===== src/rtl/cpu_pkg.sv =====
// Shared definitions for the LEGv8 multi-cycle sequencer and the control decoder:
// state encoding, opcode patterns/masks and the instruction class enum.
package cpu_pkg;

    typedef enum logic [2:0] {
        StFetch  = 3'd0,
        StDecode = 3'd1,
        StExec   = 3'd2,
        StMem    = 3'd3,
        StWb     = 3'd4,
        StHalt   = 3'd5,
        StError  = 3'd6
    } state_e;

    typedef enum logic [3:0] {
        C_LDUR,
        C_STUR,
        C_ALU,
        C_ADDI,
        C_CBZ,
        C_CBNZ,
        C_B,
        C_HALT,
        C_ILL
    } opclass_e;

    localparam logic [10:0] OP_LDUR   = 11'b11111000010;
    localparam logic [10:0] OP_STUR   = 11'b11111000000;
    localparam logic [10:0] OP_ADD    = 11'b10001011000;
    localparam logic [10:0] OP_SUB    = 11'b11001011000;
    localparam logic [10:0] OP_AND    = 11'b10001010000;
    localparam logic [10:0] OP_ORR    = 11'b10101010000;
    localparam logic [10:0] OP_ADDI   = 11'b10010001000;
    localparam logic [10:0] OP_CBZ    = 11'b10110100000;
    localparam logic [10:0] OP_CBNZ   = 11'b10110101000;
    localparam logic [10:0] OP_B      = 11'b00010100000;
    localparam logic [10:0] OP_HALT   = 11'b11111111111;

    localparam logic [10:0] MASK_FULL = 11'b11111111111;
    localparam logic [10:0] MASK_ADDI = 11'b11111111110;
    localparam logic [10:0] MASK_CB   = 11'b11111111000;
    localparam logic [10:0] MASK_B    = 11'b11111100000;

    function automatic logic op_match(input logic [10:0] op, input logic [10:0] pat,
                                      input logic [10:0] mask);
        return (op & mask) == pat;
    endfunction

endpackage


===== src/rtl/cpu_opclass_decode.sv =====
// Combinational opcode-field classifier; shared by the sequencer and the control decoder.
module cpu_opclass_decode
    import cpu_pkg::*;
(
    input  logic [10:0] inst31_21,
    output opclass_e    op_class
);

    always_comb begin
        op_class = C_ILL;
        if (op_match(inst31_21, OP_LDUR, MASK_FULL)) begin
            op_class = C_LDUR;
        end else if (op_match(inst31_21, OP_STUR, MASK_FULL)) begin
            op_class = C_STUR;
        end else if (op_match(inst31_21, OP_ADD, MASK_FULL) ||
                     op_match(inst31_21, OP_SUB, MASK_FULL) ||
                     op_match(inst31_21, OP_AND, MASK_FULL) ||
                     op_match(inst31_21, OP_ORR, MASK_FULL)) begin
            op_class = C_ALU;
        end else if (op_match(inst31_21, OP_ADDI, MASK_ADDI)) begin
            op_class = C_ADDI;
        end else if (op_match(inst31_21, OP_CBZ, MASK_CB)) begin
            op_class = C_CBZ;
        end else if (op_match(inst31_21, OP_CBNZ, MASK_CB)) begin
            op_class = C_CBNZ;
        end else if (op_match(inst31_21, OP_B, MASK_B)) begin
            op_class = C_B;
        end else if (op_match(inst31_21, OP_HALT, MASK_FULL)) begin
            op_class = C_HALT;
        end
    end

endmodule


===== src/rtl/cpu_sequencer.sv =====
// Multi-cycle LEGv8 sequencer: FETCH/DECODE/EXEC/MEM/WB with memory handshakes,
// commit strobes, halt/illegal/timeout traps and a retired-instruction counter.
module cpu_sequencer
    import cpu_pkg::*;
#(
    parameter int unsigned MEM_TIMEOUT = 64,
    parameter int unsigned CNT_W       = 32
) (
    input  logic             clk,
    input  logic             reset,
    input  logic [10:0]      inst31_21,
    input  logic             zero,
    output logic             imem_req,
    input  logic             imem_ready,
    output logic             dmem_req,
    output logic             dmem_we,
    input  logic             dmem_ready,
    output logic             ir_write,
    output logic             pc_write,
    output logic             pc_src,
    output logic             reg_write,
    output logic [2:0]       state_o,
    output logic             halted,
    output logic             illegal,
    output logic             timeout,
    output logic [CNT_W-1:0] retired_count
);

    localparam int unsigned WaitW = (MEM_TIMEOUT > 2) ? $clog2(MEM_TIMEOUT) : 1;
    localparam bit TimeoutEn = (MEM_TIMEOUT != 0);
    localparam logic [WaitW-1:0] WaitLast = TimeoutEn ? WaitW'(MEM_TIMEOUT - 1) : '0;

    state_e           state_q, state_d;
    opclass_e         class_q, class_d;
    opclass_e         dec_class;
    logic [WaitW-1:0] wait_q, wait_d;
    logic [CNT_W-1:0] count_q, count_d;
    logic             halted_q, halted_d;
    logic             illegal_q, illegal_d;
    logic             timeout_q, timeout_d;

    logic imem_req_c, dmem_req_c, dmem_we_c, ir_write_c;
    logic pc_write_c, pc_src_c, reg_write_c;
    logic waiting;

    cpu_opclass_decode u_decode (
        .inst31_21 (inst31_21),
        .op_class  (dec_class)
    );

    always_comb begin
        state_d     = state_q;
        class_d     = class_q;
        wait_d      = wait_q;
        halted_d    = halted_q;
        illegal_d   = illegal_q;
        timeout_d   = timeout_q;
        imem_req_c  = 1'b0;
        dmem_req_c  = 1'b0;
        dmem_we_c   = 1'b0;
        ir_write_c  = 1'b0;
        pc_write_c  = 1'b0;
        pc_src_c    = 1'b0;
        reg_write_c = 1'b0;
        waiting     = 1'b0;

        unique case (state_q)
            StFetch: begin
                imem_req_c = 1'b1;
                if (imem_ready) begin
                    ir_write_c = 1'b1;
                    state_d    = StDecode;
                end else begin
                    waiting = 1'b1;
                end
            end
            StDecode: begin
                class_d = dec_class;
                unique case (dec_class)
                    C_HALT: begin
                        state_d  = StHalt;
                        halted_d = 1'b1;
                    end
                    C_ILL: begin
                        state_d   = StError;
                        illegal_d = 1'b1;
                    end
                    default: state_d = StExec;
                endcase
            end
            StExec: begin
                unique case (class_q)
                    C_B, C_CBZ, C_CBNZ: begin
                        pc_write_c = 1'b1;
                        pc_src_c   = (class_q == C_B) ||
                                     (class_q == C_CBZ && zero) ||
                                     (class_q == C_CBNZ && !zero);
                        state_d    = StFetch;
                    end
                    C_LDUR, C_STUR: state_d = StMem;
                    default:        state_d = StWb;
                endcase
            end
            StMem: begin
                dmem_req_c = 1'b1;
                dmem_we_c  = (class_q == C_STUR);
                if (dmem_ready) begin
                    if (class_q == C_STUR) begin
                        pc_write_c = 1'b1;
                        state_d    = StFetch;
                    end else begin
                        state_d = StWb;
                    end
                end else begin
                    waiting = 1'b1;
                end
            end
            StWb: begin
                reg_write_c = 1'b1;
                pc_write_c  = 1'b1;
                state_d     = StFetch;
            end
            StHalt, StError: ;
            default: state_d = StError;
        endcase

        // A ready on the last allowed cycle clears 'waiting', so it always beats the trap.
        if (TimeoutEn && waiting && wait_q == WaitLast) begin
            state_d   = StError;
            timeout_d = 1'b1;
        end

        if (state_d != state_q) begin
            wait_d = '0;
        end else if (waiting) begin
            wait_d = wait_q + 1'b1;
        end

        count_d = count_q + (pc_write_c ? CNT_W'(1) : CNT_W'(0));
    end

    always_ff @(posedge clk or posedge reset) begin
        if (reset) begin
            state_q   <= StFetch;
            class_q   <= C_ILL;
            wait_q    <= '0;
            count_q   <= '0;
            halted_q  <= 1'b0;
            illegal_q <= 1'b0;
            timeout_q <= 1'b0;
        end else begin
            state_q   <= state_d;
            class_q   <= class_d;
            wait_q    <= wait_d;
            count_q   <= count_d;
            halted_q  <= halted_d;
            illegal_q <= illegal_d;
            timeout_q <= timeout_d;
        end
    end

    // Strobes are gated by reset so an in-flight request drops within the reset cycle.
    assign imem_req      = imem_req_c  & ~reset;
    assign dmem_req      = dmem_req_c  & ~reset;
    assign dmem_we       = dmem_we_c   & ~reset;
    assign ir_write      = ir_write_c  & ~reset;
    assign pc_write      = pc_write_c  & ~reset;
    assign pc_src        = pc_src_c    & ~reset;
    assign reg_write     = reg_write_c & ~reset;
    assign state_o       = state_q;
    assign halted        = halted_q;
    assign illegal       = illegal_q;
    assign timeout       = timeout_q;
    assign retired_count = count_q;

endmodule


===== config.mk =====
export PLATFORM = sky130hd
export DESIGN_NAME = cpu_sequencer
export DESIGN_NICKNAME = d
export VERILOG_FILES = /design/src/rtl/cpu_pkg.sv /design/src/rtl/cpu_opclass_decode.sv /design/src/rtl/cpu_sequencer.sv
export SDC_FILE = /design/constraint.sdc
export NUM_CORES = 1
export LEC_CHECK = 0
export CORE_MARGIN = 3
export CORE_UTILIZATION = 50
export CTS_CLUSTER_SIZE = 30
export DETAILED_ROUTE_END_ITERATION = 16
export GPL_ROUTABILITY_DRIVEN = 0
export PLACE_DENSITY = 0.86
export SYNTH_ARGS = -nofsm -noshare
export SYNTH_HDL_FRONTEND = slang
export SYNTH_SLANG_ARGS = --single-unit

===== constraint.sdc =====
create_clock -name clk -period 2.6 [get_ports clk]
set_input_delay 0.52 -clock clk [delete_from_list [all_inputs] [get_ports clk]]
set_output_delay 0.52 -clock clk [all_outputs]
set_load 0.02 [all_outputs]

Fig. 1: floorplan with the power grid
Scale: 6 px per µm. Pins as bars on the die edge.
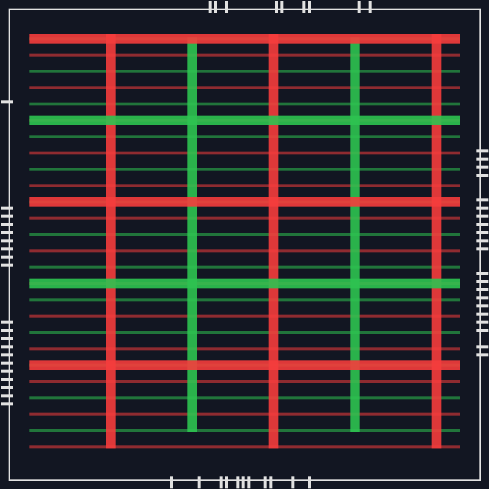
Key: red = VSS; green = VDD
5 straps on met5. 5 straps on met4. 26 met1 rails follow the rows. The core has 25 rows. 61 signal pins sit on the boundary.
die outline width: 78.2 µm
core area: 0.00488 mm²

Fig. 2: cell area per tile
Scale: 4 px per µm. 8 x 8 tiles, from white (low) to dark blue (high), 0 to 100% covered.
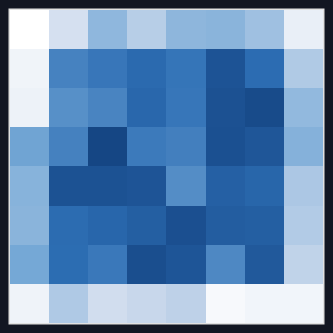
The emptiest ninth of the die: upper left. 38% of the tiles are over 75% full. The mean over all tiles is 56%. 1.6% of the tiles are nearly empty. The fullest tile reaches 91%. The densest ninth of the die: centre.
Init Core Util: 53.5%
Final Util: 71.9%

==> impl_metrics.csv <==
group,metric,value,unit
worst_setup_path,slowest_delay,0.62,ns
die,num_rows,25,
global_routing,gr-total-overflow,0,
synth,edf_count,0,
place,post-place-ws,-0.209,ns
clock_network,postCtsSetupBuffers,0,
route,wl_per_cell,14.2,µm
clock_network,cts_tree,"done",
clock_network,cts_max_level,2,
pwr,vdd_ir_drop_max,0.191,mV
final_timing,finalClockSkew,0.00434,ns
place,place_area,0.00340,mm²
synth,mux_share,0.815,%
pwr,leakagePower,1.60,nW
synth,yosys_warnings,0,
synth,synthXorXnorAreaFrac,11.8,%
final_layout,final_cell_area,0.00351,mm²
global_routing,grt_pass1_wl,10100,µm
clock_network,worst_skew_pair.late_latency,0.30,ns
synth,ff_type,"dfrtp_1",
global_routing,antenna_found_initial,0,
clock_network,cts_root_buf,"clkbuf_8",
final_layout,insertedDiodeCount,0,
final_timing,setup_slack,0.0870,ns
run,cap_violations,0,
worst_setup_path,critical_path.max_fanout,4,
final_layout,syn2layout_area_growth,34.4,%
final_timing,relSlewSlack,60.5,%
run,log.warning_count,26,
final_timing,min_period_over_period,96.7,%
clock_network,cts_made_buffers,5,
final_timing,setup_viol,0,
synth,fa_ha_area_share,1.44,%
synth,largest_area_cell,"dfrtp_1",
route,ant_nets,0,
final_timing,fmax,0.398,GHz
route,viasPerCell,5.44,
final_timing,worst_pin_slew,0.592,ns
final_timing,maxSlewViolCount,0,
clock_network,cts_buffer_depth,2,
synth,yosys.stat.seqShare,46.1,%
route,drc,0,
synth,ys_area,0.00261,mm²
synth,syn_inst,259,
global_routing,grt_pass1_vias,2270,
clock_network,clkTransAtPathRegs,0.08,ns
global_routing,grt_max_degree,49,
synth,synth_top_area_share,45.1,%
final_timing,holdWs,0.473,ns
final_timing,finalSetupTns,0,ns
clock_network,cts_sinks,48,
worst_setup_path,cp.arrival,1.99,ns
worst_setup_path,criticalPathCategory,"input pin to output pin",
synth,synthTopLogicFamily,"simple AND/OR/NAND/NOR gates",
synth,async_reset_ff_share,100,%
run_status,status,"finished clean",
worst_setup_path,cp-end-kind,"output pin",
synth,topCellsByArea,"dfrtp_1, xnor2_1, xor2_1",
final_timing,rsz0062_at_grt,"false",
route,drt_iter0_markers,77,
pwr,powerDensity,359,mW/mm²
final_layout,drive_above_1_share,13.0,%
worst_setup_path,crit_chain,"clkdlybuf4s50_1 -> buf_4 -> buf_4 -> nor2_1 -> clkdlybuf4s50_1",
synth,avgSynthCellArea,10.1,µm²
final_layout,layout.nets,357,
worst_setup_path,critical_path_required,2.08,ns
synth,yosys_cells,259,
synth,syn_area,0.00261,mm²
route,wl,5770,µm
worst_setup_path,crit_slowest_cell,"clkdlybuf4s50_1",
die,boundaryPins,61,
synth,aoi_share,8.39,%
synth,ys_ff,48,
synth,syn-num-nets,278,
min_path,min_path_type,"register to register",
route,vias,2209,
worst_setup_path,crit_path_start_kind,"input pin",
final_timing,finalHoldViolCount,0,
place,numPortBuffers,60,
die,die_area,0.00612,mm²
synth,synth.distinct_cells,53,
final_timing,period_needed,2.51,ns
clock_network,cts_hold_buffers,0,
synth,simple_gate_area_share,29.4,%
route,dr.pass1.iters,4,
place,hpwl,4490,µm
Fig. 3: signal wires by layer
Scale: 8 px per µm. Only two layers are drawn.
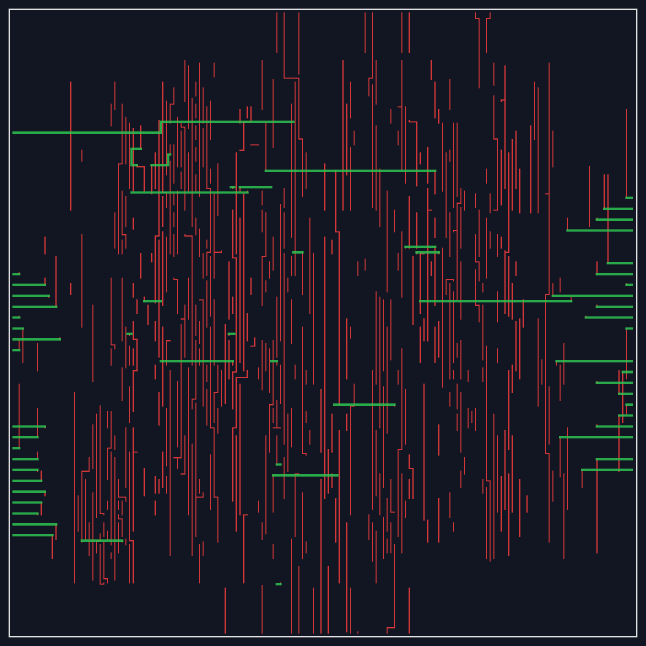
Key: green = met3 [wire length 292 µm]; red = met2 [wire length 2950 µm]

Fig. 4: congestion heat map
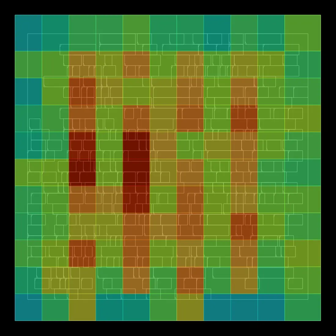
Global Route Usage Sum: 20.5%
grt met2 use: 36.4%
gr busiest metal: met2
met3 usage: 4.47%

[cells by family after synthesis]
logic type / Yosys count
AOI/OAI and AO/OA: 27
and+or+nand+nor: 131
buffers and inverters: 13
DFF: 48
muxes: 2
xor gates and xnor gates: 35
adders and majority gates: 3
[where the power goes]
| group | internal, mW | switching (mW) |
|---|---|---|
| clock | 0.212 | 0.239 |
| sequential | 0.746 | 0.000314 |
| combinational | 0.0297 | 0.0328 |
| total | 0.988 | 0.272 |
[per-layer routing]
layer  GRT usage [%]  vias to the layer above  wire length (µm)
met4            8.39                        0               105
met5               0                        -                 0
li1                -                     1083                 -
met1            24.1                     1043              2420
met3            4.47                       14               291
met2            36.4                       69              2950
[flip-flops by register name (all words and copies together) (netlist names)]
| name | cells |
|---|---|
| timeout | 1 |
| wait_q | 6 |
| class_q | 4 |
| illegal | 1 |
| retired_count | 32 |
| halted | 1 |
| state_o | 3 |
[worst max-delay path, delay by kind of cell]
| family | cells | cell delay [ns] |
|---|---|---|
| AND/OR/NAND/NOR | 1 | 0.12 |
| buffers and inverters | 4 | 1.36 |
[cells in the final DEF (no fill, tap or decap), drive strengths merged, types with 6 or more instances in the layout]
cell            n
clkdlybuf4s50  55
dfrtp          47
nor2           24
xnor2          22
nand2          19
buf            17
nand3          15
nand4          14
xor2           13
nor3           11
nand2b          9
inv             8
clkbuf          6
[worst paths after layout]
kind,from,end,slack (ns),cells after the start
worst max-delay path,reset,reg_write,0.09,5
worst max register to register,state_o[0],retired_count[20],0.35,10
max in group asynchronous,reset,retired_count[27],1.19,5
worst min register to register,halted,halted,0.47,1
min in group asynchronous,reset,retired_count[16],1.02,5
worst min-delay path,halted,halted,0.47,1
[timing repair]
item | in CTS | in global routing
cloned | 0 | 0
setup endpoints to repair | 5 | 11
gates resized | 4 | 5
pin swaps | 0 | 1
[layout make-up]
type                    count  area, µm²
fillers                   386       1370
flip-flops and latches     48       1200
inverters                   8       30.0
repair buffers             77        729
well taps                  67       83.8
multi-input cells         198       1370
clock inverters             2       10.0
clock buffers               6       82.6
[cell usage after synthesis (2+ instances only)]
| cell | n |
|---|---|
| and2_1 | 5 |
| nor3_1 | 9 |
| dfrtp_1 | 47 |
| a21oi_1 | 5 |
| xnor2_1 | 22 |
| buf_2 | 4 |
| a211oi_1 | 2 |
| nand3_1 | 14 |
| nor3_2 | 2 |
| xor2_1 | 13 |
| o31ai_1 | 2 |
| nand3b_1 | 3 |
| and3b_1 | 2 |
| o21ai_0 | 5 |
| nand2b_1 | 9 |
| or2_2 | 3 |
| nor3b_1 | 3 |
| nand2_1 | 19 |
| nor2_1 | 24 |
| and3_1 | 4 |
| inv_1 | 8 |
| or3_1 | 2 |
| and4_1 | 5 |
| nand4_1 | 13 |
| a21o_1 | 2 |
| ha_1 | 3 |
| o21a_1 | 2 |
| nor4_1 | 2 |
[through the flow]
stage                     std cells  power (mW)
after floorplan                 259       0.783
after global placement          398       0.823
after detailed placement        398       0.824
after CTS                       406        1.27
after global routing            406        1.32
final                           406        1.26
No activity file was given, so power comes from the tool's default toggle rates.
